Design uart_transmitter, sky130hd; sources not shown.
**Run 1: drive-strength map**

Scale: 8 px per um.
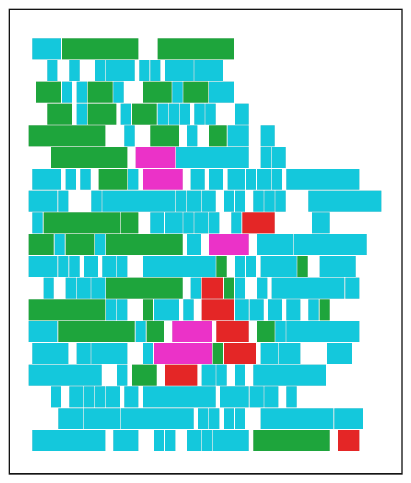
- magenta: drive 6 and up (cells 5)
- red: drive 3 to 4 (cells 7)
- cyan: drive 1 or less (cells 139)
- green: drive 2 (cells 32)
Design Area, Final: 1630 sq um
bufs w/o clock: 14
post-route setup slack: 0.144 ns

**Run 1: metal 3**

Scale: 4 px per um.
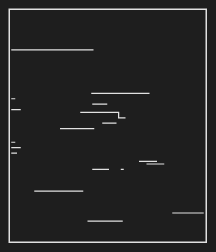
- nets with wire on the layer: 14
- longest straight run: 20.2 um
- main direction: horizontal
- wire length on this layer: 109 um
via count: 1146
Routed WL: 3020 um
routing usage on met3: 4.64%

**Run 1: gate families picked out**

Scale: 8 px per um.
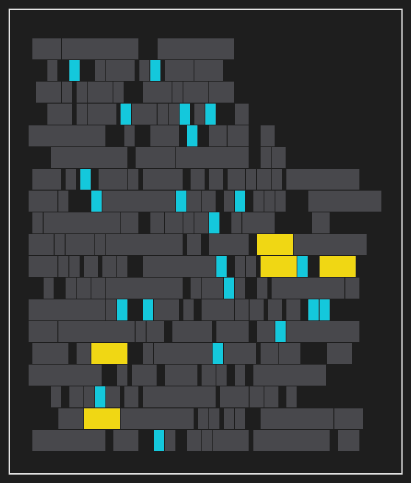
- cyan: inverters (cells 22; most used inv_1)
- yellow: adder and majority cells (cells 5; most used ha_1)
combinational share of cell area: 42.9%
Top cell excl fill/tap: nand2_1

==> qor.yml, run 1 <==
outcome: "completed"
track_usage_pct: 23.9
top_cells_by_area: "dfrtp_1 (25%), dfstp_2 (18%), nand2_1 (10%)"
synth.avg_cell_area_sq_um: 8.50
r2r_cells: 9
yosysChipArea_sq_um: 1430
ios: 13
critPathSlowestCell: "dfrtp_1"
grt_max_degree: 25
syn2layout_area_growth_pct: 14.0
yosysTopAreaCell: "dfrtp_1"
rows: 19
fp-utilization_pct: 62.6
arrival_ns: 1.70
htree_levels: 1
fin_util_pct: 71.3
min_period_over_period_pct: 91.5
final_cell_mix: "nand2_1 (38), inv_1 (16), nor2_1 (15), dfrtp_1 (14), nand3_1 (12)"
async_flop_share_pct: 100
final.setup_skew_ns: 0.00665
post_cts_buffers: 0
dr.pass1.iters: 4
ys_seq_share_pct: 42.9
p_per_area_nw_per_um2: 618
insertion_delay_ns: 0.27
path_clk_slew_ns: 0.09
clk_path_buf_depth: 2
ctsResizeCount: 0
path_cells: "inv_2, ha_1, nand2_1, nor2_4, nand2_4, nand2_8, inv_2, nor2_1, a21oi_1"
top_area_share_pct: 24.5
ys.warnings.count: 0
root_buffer: "clkbuf_8"
cp.required_ns: 1.84
worstMarginPinSlew_ns: 0.379
crit_type: "reg -> reg"
synth.cell_area_sq_um: 1430
grt_pass1_vias: 1184
yosys_register_bits: 24
cap_viol_max_count: 0
dr.first_iter.drc_count: 26
globalRouteOverflowTotal: 0
fmax_ghz: 0.647
period_minus_slack_ns: 1.55
nFillCells: 185
io_buffers: 12
die_height_um: 57.9
tool_warnings: 29
post_drt_wl_per_cell_um: 14.1
grt_antenna_before_repair: 0
ys_cells: 168
cts_made_buffers: 3
hpwl_um: 2050
cp_max_fo: 15
fp.dieW_um: 48.9
peakVddDrop_mv: 0.713
synthDistinctLibCells: 29
-- run 1: synthesized netlist by cell type, types with 3 or more instances --
| cell | count |
|---|---|
| dfrtp_1 | 14 |
| dfstp_2 | 10 |
| ha_1 | 5 |
| inv_1 | 17 |
| inv_2 | 5 |
| nand2_1 | 38 |
| nand2_2 | 3 |
| nand2_4 | 3 |
| nand3_1 | 12 |
| nand3_2 | 5 |
| nor2_1 | 15 |
| o21ai_0 | 7 |
| o21ai_1 | 6 |
| o21ai_2 | 7 |
-- run 1: power by group --
part / total, uW / switching (uW) / internal [uW]
Clock: 397 / 188 / 208
Combinational: 35.1 / 13.6 / 21.5
Sequential: 575 / 0 / 575
Total: 1010 / 202 / 805
-- run 1: cell families (layout without fill, tap and decap cells) --
logic type,Yosys count,after routing,synth area share [%]
buffers and inverters,25,40,8.15
adder cells (fa/ha/maj),5,5,4.38
flip-flops,24,24,42.9
AND/OR/NAND/NOR,83,83,30.0
AND-OR/OR-AND,27,27,12.1
XOR/XNOR,4,4,2.45
-- run 1: per-stage QoR --
stage	power, uW	setup WS [ns]	hold slack [ns]	instance area, sq um	TNS (ns)
after global placement	620	0.205	0.454	1570	0
after CTS	1010	0.00328	0.437	1620	0
after floorplan	586	0.340	0.0424	1430	0
after global routing	1030	-0.0144	0.462	1630	-0.0144
after detailed placement	621	0.157	0.471	1570	0
final	1010	0.144	0.415	1630	0
-- run 1: area by class of cell --
class | count | share of cell area [%]
sequential | 24 | 37.7
clock buffer | 4 | 3.38
multi-input combinational | 119 | 42.9
tap | 31 | 2.38
timing repair buffer | 14 | 8.61
inverter | 22 | 5.07
-- run 1: critical path, delay by kind of cell, from the launching register on --
kind | cells | cell delay [ns]
AND-OR/OR-AND | 1 | 0.09
adder cells (fa/ha/maj) | 1 | 0.15
buffers and inverters | 2 | 0.18
flip-flops | 1 | 0.41
AND/OR/NAND/NOR | 5 | 0.59
-- run 1: layer usage --
layer	vias to the layer above	track usage, %	wire length [um]
met5	-	0	0
met2	24	42.5	1620
met1	549	29.4	1250
li1	567	-	-
met4	0	7.76	40
met3	6	4.64	109
==> run 2, diff against run 1 <==
--- a/config.mk
+++ b/config.mk
@@ -11,6 +11,7 @@
 export CORE_UTILIZATION = 59
 export CTS_BUF_LIST = sky130_fd_sc_hd__clkbuf_8
 export DETAILED_ROUTE_END_ITERATION = 7
+export GPL_ROUTABILITY_DRIVEN = 0
 export PLACE_DENSITY = 0.93
 export SYNTH_ARGS = -nofsm -noshare
 export SYNTH_HDL_FRONTEND = slang
**Run 2: metal 2**

Scale: 4 px per um.
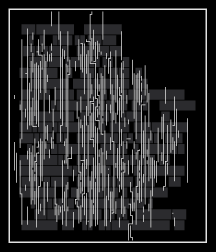
- longest straight run: 26.2 um
- wire length on this layer: 1620 um
- nets with wire on the layer: 167
- share of all routed wire: 54%
met2 usage: 42.5%

**Run 2: drive-strength map**

Scale: 8 px per um.
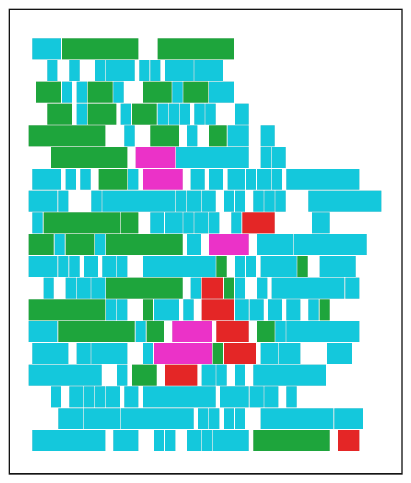
- red: drive 3 to 4 (cells 7)
- magenta: drive 6 and up (cells 5)
- green: drive 2 (cells 32)
- cyan: drive 1 or less (cells 139)
Synth-to-Final Area Change: 14.0%

==> run 2 against run 1 <==
Global-route usage did not move; highest routed layer unchanged; sequential share of layout area unchanged; final cell count stayed put; critical path depth unchanged; utilization unchanged; critical endpoint unchanged; critical path type unchanged.
==> qor.yml, run 2 <==
top_cell: "nand2_1"
track_usage_pct: 23.9
cp_max_fo: 15
switching_share_pct: 20.0
synth.avg_cell_area_sq_um: 8.50
tool_warnings: 29
synth.cell_area_sq_um: 1430
async_flop_share_pct: 100
globalRouteOverflowTotal: 0
path_cells: "inv_2, ha_1, nand2_1, nor2_4, nand2_4, nand2_8, inv_2, nor2_1, a21oi_1"
fmax_ghz: 0.647
tns_ns: 0
htree_levels: 1
clock_power_share_pct: 39.4
yosysTopAreaCell: "dfrtp_1"
grt_pass1_vias: 1184
nFillCells: 185
clk_path_buf_depth: 2
crit_type: "reg -> reg"
fp.dieW_um: 48.9
rows: 19
cts_made_buffers: 3
fin_ws_ns: 0.144
root_buffer: "clkbuf_8"
final_cell_mix: "nand2_1 (38), inv_1 (16), nor2_1 (15), dfrtp_1 (14), nand3_1 (12)"
yosys_register_bits: 24
top_area_share_pct: 24.5
mostFrequentLayoutCell: "nand2_1"
cap_viol_max_count: 0
period_minus_slack_ns: 1.55
final.setup_skew_ns: 0.00665
path_clk_slew_ns: 0.09
finalInstanceArea_sq_um: 1630
drt_wl_total_um: 3020
grt_max_degree: 25
power_leakage_uw: 0.000782
p_per_area_nw_per_um2: 618
outcome: "completed"
yosysChipArea_sq_um: 1430
min_period_over_period_pct: 91.5
seqPwrFrac_pct: 57.1
die_height_um: 57.9
dr_total_vias: 1146
fin_util_pct: 71.3
dr.pass1.iters: 4
ys_seq_share_pct: 42.9
synthDistinctLibCells: 29
place_area_sq_um: 1570
place_ws_ns: 0.157
fp-utilization_pct: 62.6
insertion_delay_ns: 0.27
worstMarginPinSlew_ns: 0.379
cp.required_ns: 1.84
post_drt_wl_per_cell_um: 14.1
dr.first_iter.drc_count: 26
common_cells: "nand2_1 (38), inv_1 (17), nor2_1 (15)"
[run 2: cell counts in the layout (fill, tap and decap cells not counted)]
Identical to the previous run, type by type.
[run 2: area by class of cell]
class                   instances  area [sq um]  share of cell area [%]
repair buffers                 14           140                    8.61
well taps                      31          38.8                    2.38
flip-flops and latches         24           613                    37.7
multi-input cells             119           698                    42.9
clock buffers                   4          55.1                    3.38
inverters                      22          82.6                    5.07
[run 2: through the flow]
stage                     cells  total power [uW]  hold WS, ns
final                       214              1010        0.415
after global routing        214              1030        0.462
after CTS                   214              1010        0.437
after detailed placement    210               621        0.471
after global placement      210               620        0.454
after floorplan             168               586       0.0424
[run 2: metal layers]
metal,wire length (um),global-route usage (%),vias up,part of all wire (%)
met2,1620,42.5,24,54
li1,-,-,567,-
met1,1250,29.4,549,41
met5,0,0,-,0
met4,40,7.76,0,1.3
met3,109,4.64,6,3.6
[run 2: power by group through the flow]
stage	logic, uW	registers [uW]	clock network [uW]
global route	39.3	575	419
detailed placement	35.9	585	0
CTS	36.2	575	396
global placement	35.0	585	0
finish	35.1	575	397
floorplan	0.101	586	0
[run 2: cell families (layout without fill, tap and decap cells)]
logic type	count (synthesis)	in the layout	synth area share [%]
simple gates	83	83	30.0
compound gates	27	27	12.1
buf+inv	25	40	8.15
flops	24	24	42.9
fa+ha+maj	5	5	4.38
xor+xnor	4	4	2.45
[run 2: what timing repair did]
action,in CTS,in global routing
endpoints found under the setup margin,0,3
hold buffers,0,0
buffers inserted,0,0
gates resized,0,3
[run 2: critical path: cells and delay by family (launching register included)]
family          cells  cell delay, ns
compound gates      1            0.09
buf+inv             2            0.18
flops               1            0.41
simple gates        5            0.59
fa+ha+maj           1            0.15
Power figures rest on the tool's default switching activity, not on a simulated workload.
